`config.mk`:
```
export PLATFORM = sky130hd
export DESIGN_NAME = serial_adder_flat
export DESIGN_NICKNAME = d
export VERILOG_FILES = /design/src/rtl/serial_adder_if.sv /design/src/rtl/serial_adder.sv /design/src/flat_wrapper.sv
export SDC_FILE = /design/constraint.sdc
export NUM_CORES = 1
export LEC_CHECK = 0
export CORE_MARGIN = 4
export CORE_UTILIZATION = 53
export CTS_BUF_LIST = sky130_fd_sc_hd__clkbuf_8
export DETAILED_ROUTE_END_ITERATION = 10
export PLACE_DENSITY = 0.83
export SLEW_MARGIN = 5
export SYNTH_ARGS = -nofsm -noshare
export SYNTH_HDL_FRONTEND = slang
export SYNTH_SLANG_ARGS = --single-unit
```
`constraint.sdc`:
```
create_clock -name clk -period 1.9 [get_ports clk]
set_clock_uncertainty 0.1 [all_clocks]
set_input_delay 0.38 -clock clk [delete_from_list [all_inputs] [get_ports clk]]
set_output_delay 0.38 -clock clk [all_outputs]
set_load 0.01 [all_outputs]
```
`src/rtl/serial_adder_if.sv`:
```
// serial_adder_if: groups the start/busy/done handshake, operands and result
// of the bit-serial adder. The master drives operands and start; the slave
// (the adder) returns busy/done and the registered result.
interface serial_adder_if #(
  parameter int WIDTH = 8
);
  logic             start;
  logic [WIDTH-1:0] a;
  logic [WIDTH-1:0] b;
  logic             c_in;
  logic             sub;
  logic             busy;
  logic             done;
  logic [WIDTH-1:0] sum;
  logic             c_out;
  logic             ovf;

  modport master (
    output start, a, b, c_in, sub,
    input  busy, done, sum, c_out, ovf
  );

  modport slave (
    input  start, a, b, c_in, sub,
    output busy, done, sum, c_out, ovf
  );
endinterface

```
`src/rtl/serial_adder.sv`:
```
// serial_adder: bit-serial adder, one full-adder cell plus a carry flop,
// operands consumed LSB-first one bit per clock.
// Start accepted at edge 0, busy for WIDTH cycles, done pulse in cycle WIDTH+1.
// sum/c_out/ovf are only updated at the edge that enters DONE, never partial.
// Optional feature macro: SERIAL_ADDER_SUB_EN (subtract via ~b and carry-in 1).
module serial_adder #(
  parameter int WIDTH = 8
) (
  input  logic          clk,
  input  logic          rst_n,
  serial_adder_if.slave bus
);
  localparam int CNT_W = $clog2(WIDTH + 1);
  localparam logic [CNT_W-1:0] LAST_CNT = CNT_W'(WIDTH - 1);

  typedef enum logic [1:0] {IDLE, SHIFT, DONE} state_t;

  state_t           state_q, state_d;
  logic [CNT_W-1:0] cnt_q, cnt_d;
  logic [WIDTH-1:0] a_q, a_d;
  logic [WIDTH-1:0] b_q, b_d;
  logic [WIDTH-1:0] res_q, res_d;
  logic [WIDTH-1:0] sum_q, sum_d;
  logic             carry_q, carry_d;
  logic             c_out_q, c_out_d;
  logic             ovf_q, ovf_d;
  logic             busy_q, busy_d;
  logic             done_q, done_d;

  logic             bit_s;
  logic             carry_nx;
  logic [WIDTH-1:0] res_shift;
  logic [WIDTH-1:0] b_load;
  logic             carry_load;
  logic             res_lsb_unused;

  // The full-adder cell working on the current LSBs of the operand registers.
  assign bit_s    = a_q[0] ^ b_q[0] ^ carry_q;
  assign carry_nx = (a_q[0] & b_q[0]) | (a_q[0] & carry_q) | (b_q[0] & carry_q);

  // New bit enters the MSB of the result register; a 1-bit result is just the bit.
  generate
    if (WIDTH == 1) begin : g_res_w1
      assign res_shift = bit_s;
    end else begin : g_res_wn
      assign res_shift = {bit_s, res_q[WIDTH-1:1]};
    end
  endgenerate

  // The oldest result bit falls off the register before the final latch.
  assign res_lsb_unused = res_q[0];

`ifdef SERIAL_ADDER_SUB_EN
  // Subtraction is a + ~b + 1; c_in is ignored for a subtract.
  assign b_load     = bus.sub ? ~bus.b : bus.b;
  assign carry_load = bus.sub ? 1'b1   : bus.c_in;
`else
  logic sub_unused;
  assign sub_unused = bus.sub;
  assign b_load     = bus.b;
  assign carry_load = bus.c_in;
`endif

  // Next-state and datapath: load on an accepted start, shift one bit per SHIFT cycle.
  always_comb begin
    state_d = state_q;
    cnt_d   = cnt_q;
    a_d     = a_q;
    b_d     = b_q;
    res_d   = res_q;
    sum_d   = sum_q;
    carry_d = carry_q;
    c_out_d = c_out_q;
    ovf_d   = ovf_q;
    busy_d  = busy_q;
    done_d  = done_q;
    case (state_q)
      IDLE, DONE: begin
        busy_d  = 1'b0;
        done_d  = 1'b0;
        state_d = IDLE;
        if (bus.start) begin
          a_d     = bus.a;
          b_d     = b_load;
          carry_d = carry_load;
          cnt_d   = '0;
          busy_d  = 1'b1;
          state_d = SHIFT;
        end
      end
      SHIFT: begin
        a_d     = a_q >> 1;
        b_d     = b_q >> 1;
        carry_d = carry_nx;
        res_d   = res_shift;
        cnt_d   = cnt_q + 1'b1;
        if (cnt_q == LAST_CNT) begin
          // Last bit: carry_q is the carry into the MSB, carry_nx the carry out.
          sum_d   = res_shift;
          c_out_d = carry_nx;
          ovf_d   = carry_q ^ carry_nx;
          cnt_d   = '0;
          busy_d  = 1'b0;
          done_d  = 1'b1;
          state_d = DONE;
        end
      end
      default: begin
        busy_d  = 1'b0;
        done_d  = 1'b0;
        state_d = IDLE;
      end
    endcase
  end

  // All state and registered outputs; reset discards any partial result.
  always_ff @(posedge clk or negedge rst_n) begin
    if (!rst_n) begin
      state_q <= IDLE;
      cnt_q   <= '0;
      a_q     <= '0;
      b_q     <= '0;
      res_q   <= '0;
      sum_q   <= '0;
      carry_q <= 1'b0;
      c_out_q <= 1'b0;
      ovf_q   <= 1'b0;
      busy_q  <= 1'b0;
      done_q  <= 1'b0;
    end else begin
      state_q <= state_d;
      cnt_q   <= cnt_d;
      a_q     <= a_d;
      b_q     <= b_d;
      res_q   <= res_d;
      sum_q   <= sum_d;
      carry_q <= carry_d;
      c_out_q <= c_out_d;
      ovf_q   <= ovf_d;
      busy_q  <= busy_d;
      done_q  <= done_d;
    end
  end

  assign bus.busy  = busy_q;
  assign bus.done  = done_q;
  assign bus.sum   = sum_q;
  assign bus.c_out = c_out_q;
  assign bus.ovf   = ovf_q;
endmodule

```
`src/flat_wrapper.sv`:
```
// flat-port wrapper written by rule: the top's interface ports become plain ports
module serial_adder_flat 
#(
  parameter int WIDTH = 8
)
  (clk, rst_n, bus_start, bus_a, bus_b, bus_c_in, bus_sub, bus_busy, bus_done, bus_sum, bus_c_out, bus_ovf);
  serial_adder_if #(.WIDTH(WIDTH)) bus_i ();
  input  logic clk;
  input  logic rst_n;
  input wire logic [$bits(bus_i.start)-1:0] bus_start;
  input wire logic [$bits(bus_i.a)-1:0] bus_a;
  input wire logic [$bits(bus_i.b)-1:0] bus_b;
  input wire logic [$bits(bus_i.c_in)-1:0] bus_c_in;
  input wire logic [$bits(bus_i.sub)-1:0] bus_sub;
  output wire logic [$bits(bus_i.busy)-1:0] bus_busy;
  output wire logic [$bits(bus_i.done)-1:0] bus_done;
  output wire logic [$bits(bus_i.sum)-1:0] bus_sum;
  output wire logic [$bits(bus_i.c_out)-1:0] bus_c_out;
  output wire logic [$bits(bus_i.ovf)-1:0] bus_ovf;
  assign bus_i.start = bus_start;
  assign bus_i.a = bus_a;
  assign bus_i.b = bus_b;
  assign bus_i.c_in = bus_c_in;
  assign bus_i.sub = bus_sub;
  assign bus_busy = bus_i.busy;
  assign bus_done = bus_i.done;
  assign bus_sum = bus_i.sum;
  assign bus_c_out = bus_i.c_out;
  assign bus_ovf = bus_i.ovf;
  serial_adder #(.WIDTH(WIDTH)) u_core (.clk(clk), .rst_n(rst_n), .bus(bus_i));
endmodule
```
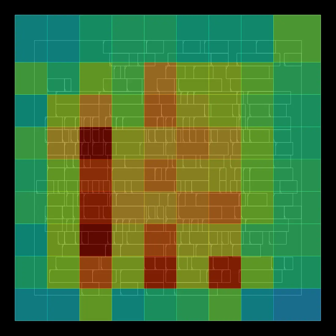
*Track usage over the die*
met1 usage: 0.2213
GR peak layer: met2

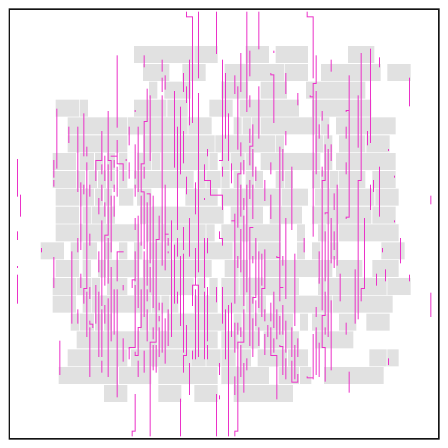
*Signal wires on met2*
main direction: vertical
nets with wire on the layer: 184
longest straight run: 28.6 um
wire length on this layer: 1770 um
share of all routed wire: 51%
via count: 1301
met2 Usage GRT: 0.3085
WL final: 3471 um

==> changes_impl.md <==
### Physical design

* Final non-filler cell area at 0.002212 sq mm
* Crit-path max FO at 3
* Drt drc at 0
* RSZ-0062 raised after global routing: false
* Top layer used by detailed routing: met4
* Slowest CP cell: clkdlybuf4s50_1
* Area leader share at 0.5899
* Final setup vio count at 0
* Top cells excl fill/tap: 54 x nand2_1, 41 x dfrtp_1, 30 x clkdlybuf4s50_1
* Hpwl dp at around 2300 um
* Clock tree buffer depth at 2
* Ys cells at 168
* Detailed Routing Iterations Pass 1 at 4
* Ports at 33
* Crit path DAT at 1.20 ns
* Worst-Margin Slew at 0.4942 ns
* Final core utilization at 0.7129
* Metal3 WL at roughly 160 um
* Cell Count, Final, Fillers Out at around 250
* Max-cap violations at 0
* Gr usage total at 0.1849
* Fraction of layout cells with a size suffix above 1 at 0.1337
* Core area at 0.003103 sq mm
* Metal2 WL at between 1500 and 2000 um
* Critical Path, Cell by Cell: clkdlybuf4s50_1
* Yosys warning total at 0
* CTS buffer count at 5
* Tool warnings at 27
* CP max stage delay at 0.55 ns
* Total gr overflow at 0
* Reg-to-Reg Start: u_core.bus.done
* Hold Buf Count CTS at 0
* Initial antenna violation count at 0
* Die Ht at 65.29 um
* GPL Wtd Cong at 0.7259
* Vias/cell at about 5.3
* Rel. slew slack at 0.6705
* First-pass GRT wire length at 5899 um
* Sink Count at 41
* H-tree levels at 2
* # placed instances at 238
* DR WL/cell at 14.11 um
* Syn Inst Count at 168
* Setup tns final at 0 ns
* CP bufs+invs at 1
* Flops & latches, synth at 41
* Seq/Total Area, Yosys at 0.5899
* Worst Hold Class: in2async
* Die ar. at 0.004262 sq mm
* Highest Clock Rate at a little under 600 MHz
* Worst IR drop on VDD at 783.2 uV
* Reg2reg setup slack at 0.23 ns
* Clock root buffer: clkbuf_8
* Syn_area_per_cell at about 10 sq um
* Fp util at 0.5605
* Synth top area cells: dfrtp_1 59%, nand2_1 12%, mux2_2 7.1%, a31oi_1 5.4%, nor2_1 3.5%
* Cell Type Count at 25
* Power Density at 1685 mW/mm^2
* Met1 WL at 1442 um
* Reg clk slew, reported paths at 0.08 ns
* Outcome: complete, no violations
* Critical path required time at 1.42 ns
* Crit path launch type: flip-flop
* Critical path type: reg2out
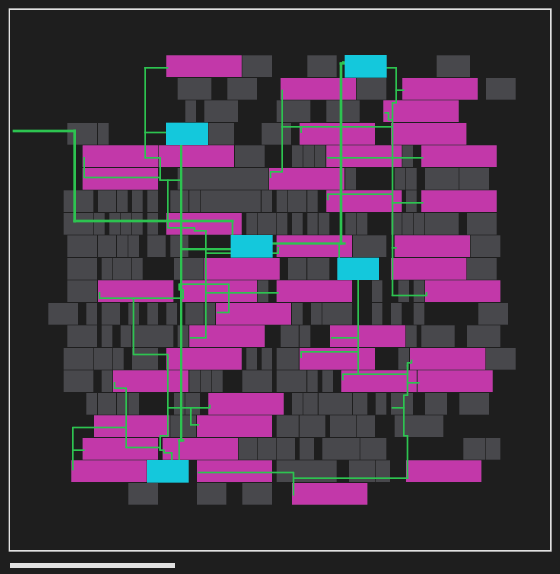
*Clock distribution*
Scale bar: 20 um.
[magenta] flip-flops | count: 41
[cyan] clock-net drivers | count: 5
[green] clock wires | length: 469 um
routed clock nets: 6
Clk Latency, worst-skew pair: 0.29 ns
clock share of power: 0.197

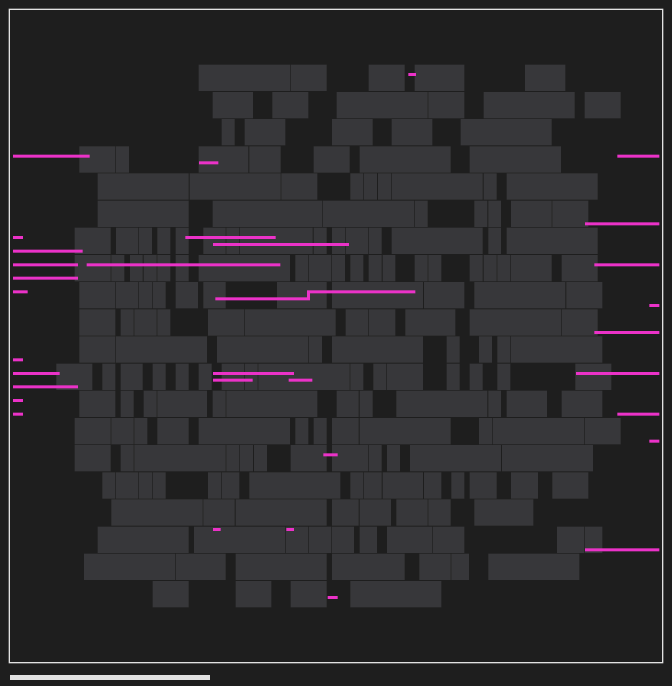
*Metal 3*
Scale bar: 20 um.
main direction: horizontal
nets with wire on the layer: 26
met3 GRT Util: 0.03419

-- how the worst max path moves through the flow --
stage          cells past startpoint            start  slack [ns]                to
2_1_floorplan                      4  u_core.bus.done        0.38  u_core.bus.c_out
3_3_place_gp                       5        bus_start        0.20   u_core.cnt_q[2]
3_5_place_dp                       5        bus_start        0.13   u_core.cnt_q[2]
4_1_cts                            1   u_core.bus.ovf        0.19           bus_ovf
5_1_grt                            1   u_core.bus.ovf        0.17           bus_ovf
6_report                           1  u_core.bus.done        0.22          bus_done
-- area by class of cell --
type                       count  area [sq um]
sequential                    41          1026
tap                           44         55.05
clock buffer                   6         82.58
inverter                       1         3.754
multi-input combinational    116         651.9
clock inverter                 2         37.54
fill                         249         890.9
timing repair buffer          36         355.3
-- stage by stage --
stage	total power, W	setup WS (ns)	hold slack (ns)
after floorplan	0.002488	0.3795	-0.01559
after global placement	0.002913	0.1975	0.3591
after detailed placement	0.003003	0.1298	0.3642
after CTS	0.003752	0.1942	0.04426
after global routing	0.004029	0.1669	0.07079
final	0.003727	0.2161	0.03117
-- layer usage --
layer  up-vias  track usage
met4         0       0.1114
li1        622            -
met2        37       0.3085
met5         -            0
met3        11      0.03419
met1       631       0.2213
-- sequential cells by signal (all words and copies together) (netlist names) --
name / cells
u_core.bus.sum: 8
u_core.res_q: 7
u_core.bus.c_out: 1
u_core.cnt_q: 4
u_core.a_q: 8
u_core.b_q: 8
u_core.bus.done: 1
u_core.bus.busy: 1
u_core.bus.ovf: 1
u_core.state_q: 1
u_core.carry_q: 1
-- cell families after synthesis --
logic type	share of synthesized area
buf+inv	0.03525
mux	0.07698
xor+xnor	0.005037
fa+ha+maj	0.01870
simple gates	0.1914
compound gates	0.08273
flops	0.5899
-- synth_stat cells --
master and number:
nand2_1 54, dfrtp_1 41, inv_1 1, a211o_1 1
nand2b_1 1, buf_1 1, nor3_4 1, a31oi_1 15
mux2i_1 1, buf_4 1, fa_1 1, a22o_1 3
ha_1 1, mux2_2 11, and2b_1 1, o21ai_0 3
buf_6 1, buf_2 7, nand2b_2 1, nand3_1 2
nor2b_1 1, and3_1 1, xor2_1 1, nor2_1 16
nor4b_1 1
-- where the power goes --
part | switching [W] | leakage [nW] | total [W] | internal (W)
clock | 0.000306 | 0.0574 | 0.000733 | 0.000427
sequential | 0.000257 | 0.493 | 0.00154 | 0.00128
combinational | 0.000747 | 0.447 | 0.00145 | 0.000706
total | 0.00131 | 0.998 | 0.00373 | 0.00242
No activity file was given, so power comes from the tool's default toggle rates.
